File: src/rtl/ddr_rd_arbiter_pkg.sv
// Shared constants and types for the two-requester DDR3 read-port arbiter.
package ddr_rd_arbiter_pkg;

  localparam logic [2:0] AXI_SIZE_16B   = 3'd4;
  localparam logic [1:0] AXI_BURST_INCR = 2'b01;
  localparam int         ARB_ID_W       = 32'sd8;
  localparam int         DEF_MAX_OUT    = 32'sd4;
  localparam int         CNT_W          = 32'sd3;

  typedef enum logic [0:0] {
    AR_IDLE  = 1'b0,
    AR_ISSUE = 1'b1
  } ar_state_t;

  function automatic logic [ARB_ID_W-1:0] make_arid(input logic req);
    make_arid = {{(ARB_ID_W-1){1'b0}}, req};
  endfunction

endpackage

File: src/rtl/ddr_rd_arbiter_if.sv
// Requester-side and controller-side read channels of the arbiter, bundled.
interface ddr_rd_arbiter_if
  import ddr_rd_arbiter_pkg::*;
#(
  parameter int CTRL_ADDR_WIDTH = 28,
  parameter int DATA_WIDTH      = 128
);
  logic                       ddr_init_done;

  logic [CTRL_ADDR_WIDTH-1:0] m0_araddr;
  logic [7:0]                 m0_arlen;
  logic                       m0_arvalid;
  logic                       m0_arready;
  logic [DATA_WIDTH-1:0]      m0_rdata;
  logic                       m0_rvalid;
  logic                       m0_rlast;
  logic                       m0_rready;

  logic [CTRL_ADDR_WIDTH-1:0] m1_araddr;
  logic [7:0]                 m1_arlen;
  logic                       m1_arvalid;
  logic                       m1_arready;
  logic [DATA_WIDTH-1:0]      m1_rdata;
  logic                       m1_rvalid;
  logic                       m1_rlast;
  logic                       m1_rready;

  logic [31:0]                axi_araddr;
  logic [ARB_ID_W-1:0]        axi_arid;
  logic [7:0]                 axi_arlen;
  logic [2:0]                 axi_arsize;
  logic [1:0]                 axi_arburst;
  logic                       axi_arvalid;
  logic                       axi_arready;
  logic [DATA_WIDTH-1:0]      axi_rdata;
  logic [ARB_ID_W-1:0]        axi_rid;
  logic                       axi_rlast;
  logic                       axi_rvalid;
  logic                       axi_rready;

  logic                       protocol_err;

  // arbiter view
  modport slave (
    input  ddr_init_done,
    input  m0_araddr, m0_arlen, m0_arvalid, m0_rready,
    output m0_arready, m0_rdata, m0_rvalid, m0_rlast,
    input  m1_araddr, m1_arlen, m1_arvalid, m1_rready,
    output m1_arready, m1_rdata, m1_rvalid, m1_rlast,
    output axi_araddr, axi_arid, axi_arlen, axi_arsize, axi_arburst, axi_arvalid,
    input  axi_arready,
    input  axi_rdata, axi_rid, axi_rlast, axi_rvalid,
    output axi_rready,
    output protocol_err
  );

  // requesters plus controller, as seen from outside the arbiter
  modport master (
    output ddr_init_done,
    output m0_araddr, m0_arlen, m0_arvalid, m0_rready,
    input  m0_arready, m0_rdata, m0_rvalid, m0_rlast,
    output m1_araddr, m1_arlen, m1_arvalid, m1_rready,
    input  m1_arready, m1_rdata, m1_rvalid, m1_rlast,
    input  axi_araddr, axi_arid, axi_arlen, axi_arsize, axi_arburst, axi_arvalid,
    output axi_arready,
    output axi_rdata, axi_rid, axi_rlast, axi_rvalid,
    input  axi_rready,
    input  protocol_err
  );

endinterface

File: src/rtl/ddr_arb_out_cnt.sv
// Outstanding-burst counter for one requester; saturates at MAX_OUT and at zero.
module ddr_arb_out_cnt
  import ddr_rd_arbiter_pkg::*;
#(
  parameter int MAX_OUT = DEF_MAX_OUT
) (
  input  logic             clk,
  input  logic             rst,
  input  logic             inc,
  input  logic             dec,
  output logic [CNT_W-1:0] count,
  output logic             full,
  output logic             underflow
);

  localparam logic [CNT_W-1:0] LIMIT = CNT_W'(MAX_OUT);

  logic [CNT_W-1:0] count_r;
  logic [CNT_W-1:0] count_nxt_s;

  // next count: a simultaneous inc and dec cancel out
  always_comb begin
    count_nxt_s = count_r;
    if (inc && !dec) begin
      if (count_r < LIMIT) begin
        count_nxt_s = count_r + 3'd1;
      end else begin
        count_nxt_s = count_r;
      end
    end else if (dec && !inc) begin
      if (count_r != 3'd0) begin
        count_nxt_s = count_r - 3'd1;
      end else begin
        count_nxt_s = count_r;
      end
    end else begin
      count_nxt_s = count_r;
    end
  end

  // count register
  always_ff @(posedge clk or posedge rst) begin
    if (rst) begin
      count_r <= 3'd0;
    end else begin
      count_r <= count_nxt_s;
    end
  end

  assign count     = count_r;
  assign full      = (count_r >= LIMIT);
  assign underflow = dec && (count_r == 3'd0);

endmodule

File: src/rtl/ddr_rd_arbiter.sv
// Round-robin arbiter merging two read requesters onto DDR3 controller port 0.
module ddr_rd_arbiter
  import ddr_rd_arbiter_pkg::*;
#(
  parameter int CTRL_ADDR_WIDTH = 28,
  parameter int DATA_WIDTH      = 128,
  parameter int MAX_OUT         = DEF_MAX_OUT
) (
  input logic             clk,
  input logic             rst,
  ddr_rd_arbiter_if.slave bus
);

  localparam logic [CNT_W-1:0] MAX_OUT_C = CNT_W'(MAX_OUT);

  ar_state_t                  state_r;
  ar_state_t                  state_nxt_s;
  logic                       rr_ptr_r;
  logic                       arvalid_r;
  logic [31:0]                araddr_r;
  logic [ARB_ID_W-1:0]        arid_r;
  logic [7:0]                 arlen_r;
  logic                       protocol_err_r;

  logic                       gnt_vld_s;
  logic                       gnt_id_s;
  logic [CTRL_ADDR_WIDTH-1:0] gnt_addr_s;
  logic [7:0]                 gnt_len_s;
  logic                       elig0_s;
  logic                       elig1_s;
  logic                       ar_acc_s;
  logic                       sel_s;
  logic                       r_end_s;
  logic                       inc0_s;
  logic                       inc1_s;
  logic                       dec0_s;
  logic                       dec1_s;
  logic [CNT_W-1:0]           cnt0_s;
  logic [CNT_W-1:0]           cnt1_s;
  logic                       full0_s;
  logic                       full1_s;
  logic                       uf0_s;
  logic                       uf1_s;

  assign elig0_s    = bus.m0_arvalid && (cnt0_s < MAX_OUT_C) && bus.ddr_init_done;
  assign elig1_s    = bus.m1_arvalid && (cnt1_s < MAX_OUT_C) && bus.ddr_init_done;
  assign gnt_addr_s = gnt_id_s ? bus.m1_araddr : bus.m0_araddr;
  assign gnt_len_s  = gnt_id_s ? bus.m1_arlen  : bus.m0_arlen;
  assign ar_acc_s   = (state_r == AR_ISSUE) && bus.axi_arready;

  // AR next-state and grant decode; grants only happen in IDLE
  always_comb begin
    state_nxt_s = state_r;
    gnt_vld_s   = 1'b0;
    gnt_id_s    = 1'b0;
    if (rst) begin
      state_nxt_s = AR_IDLE;
    end else begin
      case (state_r)
        AR_IDLE: begin
          if (elig0_s && elig1_s) begin
            gnt_vld_s   = 1'b1;
            gnt_id_s    = rr_ptr_r;
            state_nxt_s = AR_ISSUE;
          end else if (elig0_s) begin
            gnt_vld_s   = 1'b1;
            gnt_id_s    = 1'b0;
            state_nxt_s = AR_ISSUE;
          end else if (elig1_s) begin
            gnt_vld_s   = 1'b1;
            gnt_id_s    = 1'b1;
            state_nxt_s = AR_ISSUE;
          end else begin
            state_nxt_s = AR_IDLE;
          end
        end
        AR_ISSUE: begin
          if (bus.axi_arready) begin
            state_nxt_s = AR_IDLE;
          end else begin
            state_nxt_s = AR_ISSUE;
          end
        end
        default: state_nxt_s = AR_IDLE;
      endcase
    end
  end

  // AR state, captured request and round-robin pointer
  always_ff @(posedge clk or posedge rst) begin
    if (rst) begin
      state_r   <= AR_IDLE;
      rr_ptr_r  <= 1'b0;
      arvalid_r <= 1'b0;
      araddr_r  <= 32'd0;
      arid_r    <= 8'd0;
      arlen_r   <= 8'd0;
    end else begin
      state_r <= state_nxt_s;
      if (gnt_vld_s) begin
        arvalid_r <= 1'b1;
        araddr_r  <= 32'(gnt_addr_s);
        arid_r    <= make_arid(gnt_id_s);
        arlen_r   <= gnt_len_s;
      end else if (ar_acc_s) begin
        arvalid_r <= 1'b0;
        rr_ptr_r  <= ~arid_r[0];
      end
    end
  end

  assign bus.m0_arready  = gnt_vld_s && !gnt_id_s;
  assign bus.m1_arready  = gnt_vld_s && gnt_id_s;
  assign bus.axi_arvalid = arvalid_r;
  assign bus.axi_araddr  = araddr_r;
  assign bus.axi_arid    = arid_r;
  assign bus.axi_arlen   = arlen_r;
  assign bus.axi_arsize  = AXI_SIZE_16B;
  assign bus.axi_arburst = AXI_BURST_INCR;

  // R channel routed purely on the low ID bit
  assign sel_s          = bus.axi_rid[0];
  assign bus.m0_rdata   = bus.axi_rdata;
  assign bus.m1_rdata   = bus.axi_rdata;
  assign bus.m0_rvalid  = bus.axi_rvalid && !sel_s;
  assign bus.m1_rvalid  = bus.axi_rvalid && sel_s;
  assign bus.m0_rlast   = bus.axi_rlast && !sel_s;
  assign bus.m1_rlast   = bus.axi_rlast && sel_s;
  assign bus.axi_rready = sel_s ? bus.m1_rready : bus.m0_rready;

  assign r_end_s = bus.axi_rvalid && bus.axi_rready && bus.axi_rlast;
  assign inc0_s  = ar_acc_s && !arid_r[0] && !full0_s;
  assign inc1_s  = ar_acc_s && arid_r[0] && !full1_s;
  assign dec0_s  = r_end_s && !sel_s;
  assign dec1_s  = r_end_s && sel_s;

  ddr_arb_out_cnt #(.MAX_OUT(MAX_OUT)) u_cnt0 (
    .clk       (clk),
    .rst       (rst),
    .inc       (inc0_s),
    .dec       (dec0_s),
    .count     (cnt0_s),
    .full      (full0_s),
    .underflow (uf0_s)
  );

  ddr_arb_out_cnt #(.MAX_OUT(MAX_OUT)) u_cnt1 (
    .clk       (clk),
    .rst       (rst),
    .inc       (inc1_s),
    .dec       (dec1_s),
    .count     (cnt1_s),
    .full      (full1_s),
    .underflow (uf1_s)
  );

  // sticky flag for a burst end nobody was waiting for
  always_ff @(posedge clk or posedge rst) begin
    if (rst) begin
      protocol_err_r <= 1'b0;
    end else begin
      protocol_err_r <= protocol_err_r || uf0_s || uf1_s;
    end
  end

  assign bus.protocol_err = protocol_err_r;

endmodule

File: src/flat_wrapper.sv
// flat-port wrapper written by rule: the top's interface ports become plain ports
module ddr_rd_arbiter_flat import ddr_rd_arbiter_pkg::*;
#(
  parameter int CTRL_ADDR_WIDTH = 28,
  parameter int DATA_WIDTH      = 128,
  parameter int MAX_OUT         = DEF_MAX_OUT
)
  (clk, rst, bus_ddr_init_done, bus_m0_araddr, bus_m0_arlen, bus_m0_arvalid, bus_m0_rready, bus_m0_arready, bus_m0_rdata, bus_m0_rvalid, bus_m0_rlast, bus_m1_araddr, bus_m1_arlen, bus_m1_arvalid, bus_m1_rready, bus_m1_arready, bus_m1_rdata, bus_m1_rvalid, bus_m1_rlast, bus_axi_araddr, bus_axi_arid, bus_axi_arlen, bus_axi_arsize, bus_axi_arburst, bus_axi_arvalid, bus_axi_arready, bus_axi_rdata, bus_axi_rid, bus_axi_rlast, bus_axi_rvalid, bus_axi_rready, bus_protocol_err);
  ddr_rd_arbiter_if #(.CTRL_ADDR_WIDTH(CTRL_ADDR_WIDTH), .DATA_WIDTH(DATA_WIDTH)) bus_i ();
  input logic clk;
  input logic rst;
  input wire logic [$bits(bus_i.ddr_init_done)-1:0] bus_ddr_init_done;
  input wire logic [$bits(bus_i.m0_araddr)-1:0] bus_m0_araddr;
  input wire logic [$bits(bus_i.m0_arlen)-1:0] bus_m0_arlen;
  input wire logic [$bits(bus_i.m0_arvalid)-1:0] bus_m0_arvalid;
  input wire logic [$bits(bus_i.m0_rready)-1:0] bus_m0_rready;
  output wire logic [$bits(bus_i.m0_arready)-1:0] bus_m0_arready;
  output wire logic [$bits(bus_i.m0_rdata)-1:0] bus_m0_rdata;
  output wire logic [$bits(bus_i.m0_rvalid)-1:0] bus_m0_rvalid;
  output wire logic [$bits(bus_i.m0_rlast)-1:0] bus_m0_rlast;
  input wire logic [$bits(bus_i.m1_araddr)-1:0] bus_m1_araddr;
  input wire logic [$bits(bus_i.m1_arlen)-1:0] bus_m1_arlen;
  input wire logic [$bits(bus_i.m1_arvalid)-1:0] bus_m1_arvalid;
  input wire logic [$bits(bus_i.m1_rready)-1:0] bus_m1_rready;
  output wire logic [$bits(bus_i.m1_arready)-1:0] bus_m1_arready;
  output wire logic [$bits(bus_i.m1_rdata)-1:0] bus_m1_rdata;
  output wire logic [$bits(bus_i.m1_rvalid)-1:0] bus_m1_rvalid;
  output wire logic [$bits(bus_i.m1_rlast)-1:0] bus_m1_rlast;
  output wire logic [$bits(bus_i.axi_araddr)-1:0] bus_axi_araddr;
  output wire logic [$bits(bus_i.axi_arid)-1:0] bus_axi_arid;
  output wire logic [$bits(bus_i.axi_arlen)-1:0] bus_axi_arlen;
  output wire logic [$bits(bus_i.axi_arsize)-1:0] bus_axi_arsize;
  output wire logic [$bits(bus_i.axi_arburst)-1:0] bus_axi_arburst;
  output wire logic [$bits(bus_i.axi_arvalid)-1:0] bus_axi_arvalid;
  input wire logic [$bits(bus_i.axi_arready)-1:0] bus_axi_arready;
  input wire logic [$bits(bus_i.axi_rdata)-1:0] bus_axi_rdata;
  input wire logic [$bits(bus_i.axi_rid)-1:0] bus_axi_rid;
  input wire logic [$bits(bus_i.axi_rlast)-1:0] bus_axi_rlast;
  input wire logic [$bits(bus_i.axi_rvalid)-1:0] bus_axi_rvalid;
  output wire logic [$bits(bus_i.axi_rready)-1:0] bus_axi_rready;
  output wire logic [$bits(bus_i.protocol_err)-1:0] bus_protocol_err;
  assign bus_i.ddr_init_done = bus_ddr_init_done;
  assign bus_i.m0_araddr = bus_m0_araddr;
  assign bus_i.m0_arlen = bus_m0_arlen;
  assign bus_i.m0_arvalid = bus_m0_arvalid;
  assign bus_i.m0_rready = bus_m0_rready;
  assign bus_m0_arready = bus_i.m0_arready;
  assign bus_m0_rdata = bus_i.m0_rdata;
  assign bus_m0_rvalid = bus_i.m0_rvalid;
  assign bus_m0_rlast = bus_i.m0_rlast;
  assign bus_i.m1_araddr = bus_m1_araddr;
  assign bus_i.m1_arlen = bus_m1_arlen;
  assign bus_i.m1_arvalid = bus_m1_arvalid;
  assign bus_i.m1_rready = bus_m1_rready;
  assign bus_m1_arready = bus_i.m1_arready;
  assign bus_m1_rdata = bus_i.m1_rdata;
  assign bus_m1_rvalid = bus_i.m1_rvalid;
  assign bus_m1_rlast = bus_i.m1_rlast;
  assign bus_axi_araddr = bus_i.axi_araddr;
  assign bus_axi_arid = bus_i.axi_arid;
  assign bus_axi_arlen = bus_i.axi_arlen;
  assign bus_axi_arsize = bus_i.axi_arsize;
  assign bus_axi_arburst = bus_i.axi_arburst;
  assign bus_axi_arvalid = bus_i.axi_arvalid;
  assign bus_i.axi_arready = bus_axi_arready;
  assign bus_i.axi_rdata = bus_axi_rdata;
  assign bus_i.axi_rid = bus_axi_rid;
  assign bus_i.axi_rlast = bus_axi_rlast;
  assign bus_i.axi_rvalid = bus_axi_rvalid;
  assign bus_axi_rready = bus_i.axi_rready;
  assign bus_protocol_err = bus_i.protocol_err;
  ddr_rd_arbiter #(.CTRL_ADDR_WIDTH(CTRL_ADDR_WIDTH), .DATA_WIDTH(DATA_WIDTH), .MAX_OUT(MAX_OUT)) u_core (.clk(clk), .rst(rst), .bus(bus_i));
endmodule
File: config.mk
export PLATFORM = sky130hd
export DESIGN_NAME = ddr_rd_arbiter_flat
export DESIGN_NICKNAME = d
export VERILOG_FILES = /design/src/rtl/ddr_rd_arbiter_pkg.sv /design/src/rtl/ddr_rd_arbiter_if.sv /design/src/rtl/ddr_arb_out_cnt.sv /design/src/rtl/ddr_rd_arbiter.sv /design/src/flat_wrapper.sv
export SDC_FILE = /design/constraint.sdc
export NUM_CORES = 1
export LEC_CHECK = 0
export CAP_MARGIN = 0
export CORE_AREA = 2 2 211 213
export DETAILED_ROUTE_END_ITERATION = 16
export DIE_AREA = 0 0 213 215
export PLACE_DENSITY = 0.45
export SETUP_SLACK_MARGIN = 0.5
export SYNTH_ARGS = -nofsm -noshare
export SYNTH_HDL_FRONTEND = slang
export SYNTH_SLANG_ARGS = --single-unit
File: constraint.sdc
create_clock -name clk -period 3.2 [get_ports clk]
set_input_delay 0.32 -clock clk [delete_from_list [all_inputs] [get_ports clk]]
set_output_delay 0.32 -clock clk [all_outputs]
set_load 0.02 [all_outputs]
==> images/met1.png <==
Supply wires on this layer in gray.
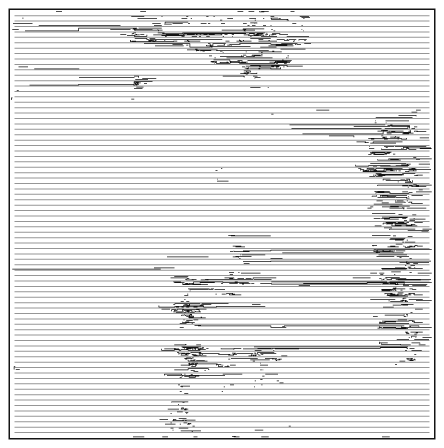
The wires run mostly horizontal. 436 nets have wire on it. The layer carries 5030 microns of wire. The layer holds 33% of the routed length. The longest straight run is 80.3 microns.

==> images/met2.png <==
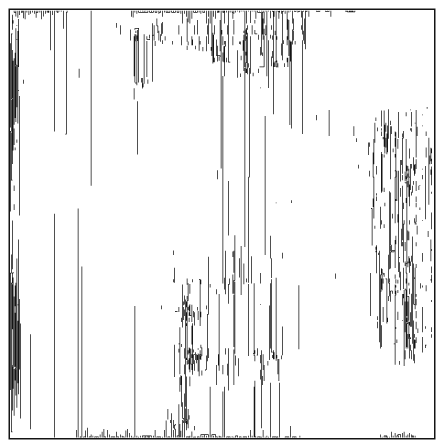
The wires run mostly vertical. 525 nets have wire on it. The layer holds 48% of the routed length. The longest straight run is 115 microns. The layer carries 7420 microns of wire.

==> Changelog: implementation <==
### Changed

- Non-clk invs: 80
- Data buffer area share: 27.8%
- Met3 usage in global routing: 3.32%
- Comb area: approximately 1100 sq um
- Dominant cell by count in the synthesized netlist: buf_4
- Pins Over Slew Limit: 0
- Layout cells sized above 1: 10.1%
- Total Power: about 3300 uW
- Critical path type: input pin to flop
- CP arrival: 2.75 ns
- Largest register FFs: 28
- Dominant cell area share: 43.7%
- Register area: between 1000 and 1500 sq um
- Simple share: 8.58%
- Ys flop type: dfrtp_1
- Fa+ha+maj area frac: 1.38%
- Final-layout clock-cell area share: under 10%
- Crit-path max cell delay: 0.49 ns
- Die Span Y: 215 microns
- Layout clock buffers: 5
- Postcts setup bufs: 0
- Root Driver: clkbuf_16
- Overflow after GRT: 0
- Top cells by count: 275 x buf_4, 80 x inv_1, 47 x dfrtp_1
- Met2 wire length: 7420 microns
- Tool warnings: 33
- Clk buf depth: 2
- Switch share: 40.9%
- Buffers on Ports: between 100 and 150
- Hold Crit Class: flop to flop
- Status: completed
- Cell variety after synth: 36
- Bufs and invs on worst path: 2
- Core area: 43600 sq um
- Sequential Power Share: 33.4%
- Critical register-to-register path startpoint: u_core.state_r$_DFF_PP0_
- Post-synth seq share: 24.9%
- P_clk: 522 uW
- Cells in synth_stat.txt: roughly 550
- Post-synth ARST share: 100%
- Comb_multi_in: 144
- Internal: 1950 uW
- DRT met1 WL: 5030 microns
- Seq Cell Count: 47
- Gr busiest metal: met2
- Drt drc: 0
- Drt initial violations: 116
- Number of CTS-inserted buffers: 5
- Final #Nets: around 640
- Largest delay share family, worst path: simple AND/OR/NAND/NOR gates
- Skew final: 0.0111 ns
- Yosys aoi share: about an eighth
- Top cell excl fill/tap: clkdlybuf4s50_1
- Reg clk slew, reported paths: 0.07 ns
- Crit Reg-Reg Endpoint: u_core.u_cnt0.count[2]$_DFFE_PP0P_
- Placed inst area: between 4000 and 5000 sq um
- Worst-Skew Late Latency: ~0.30 ns
- H-tree Lvls: 2
- TritonRoute pass-1 iters: 4
- Crit end category: flop
- Hold Crit Start: u_core.bus.protocol_err$_DFF_PP0_
- Placement Setup Slack: 0.334 ns
- Hold_buf cts: 0
Power figures rest on the tool's default switching activity, not on a simulated workload.
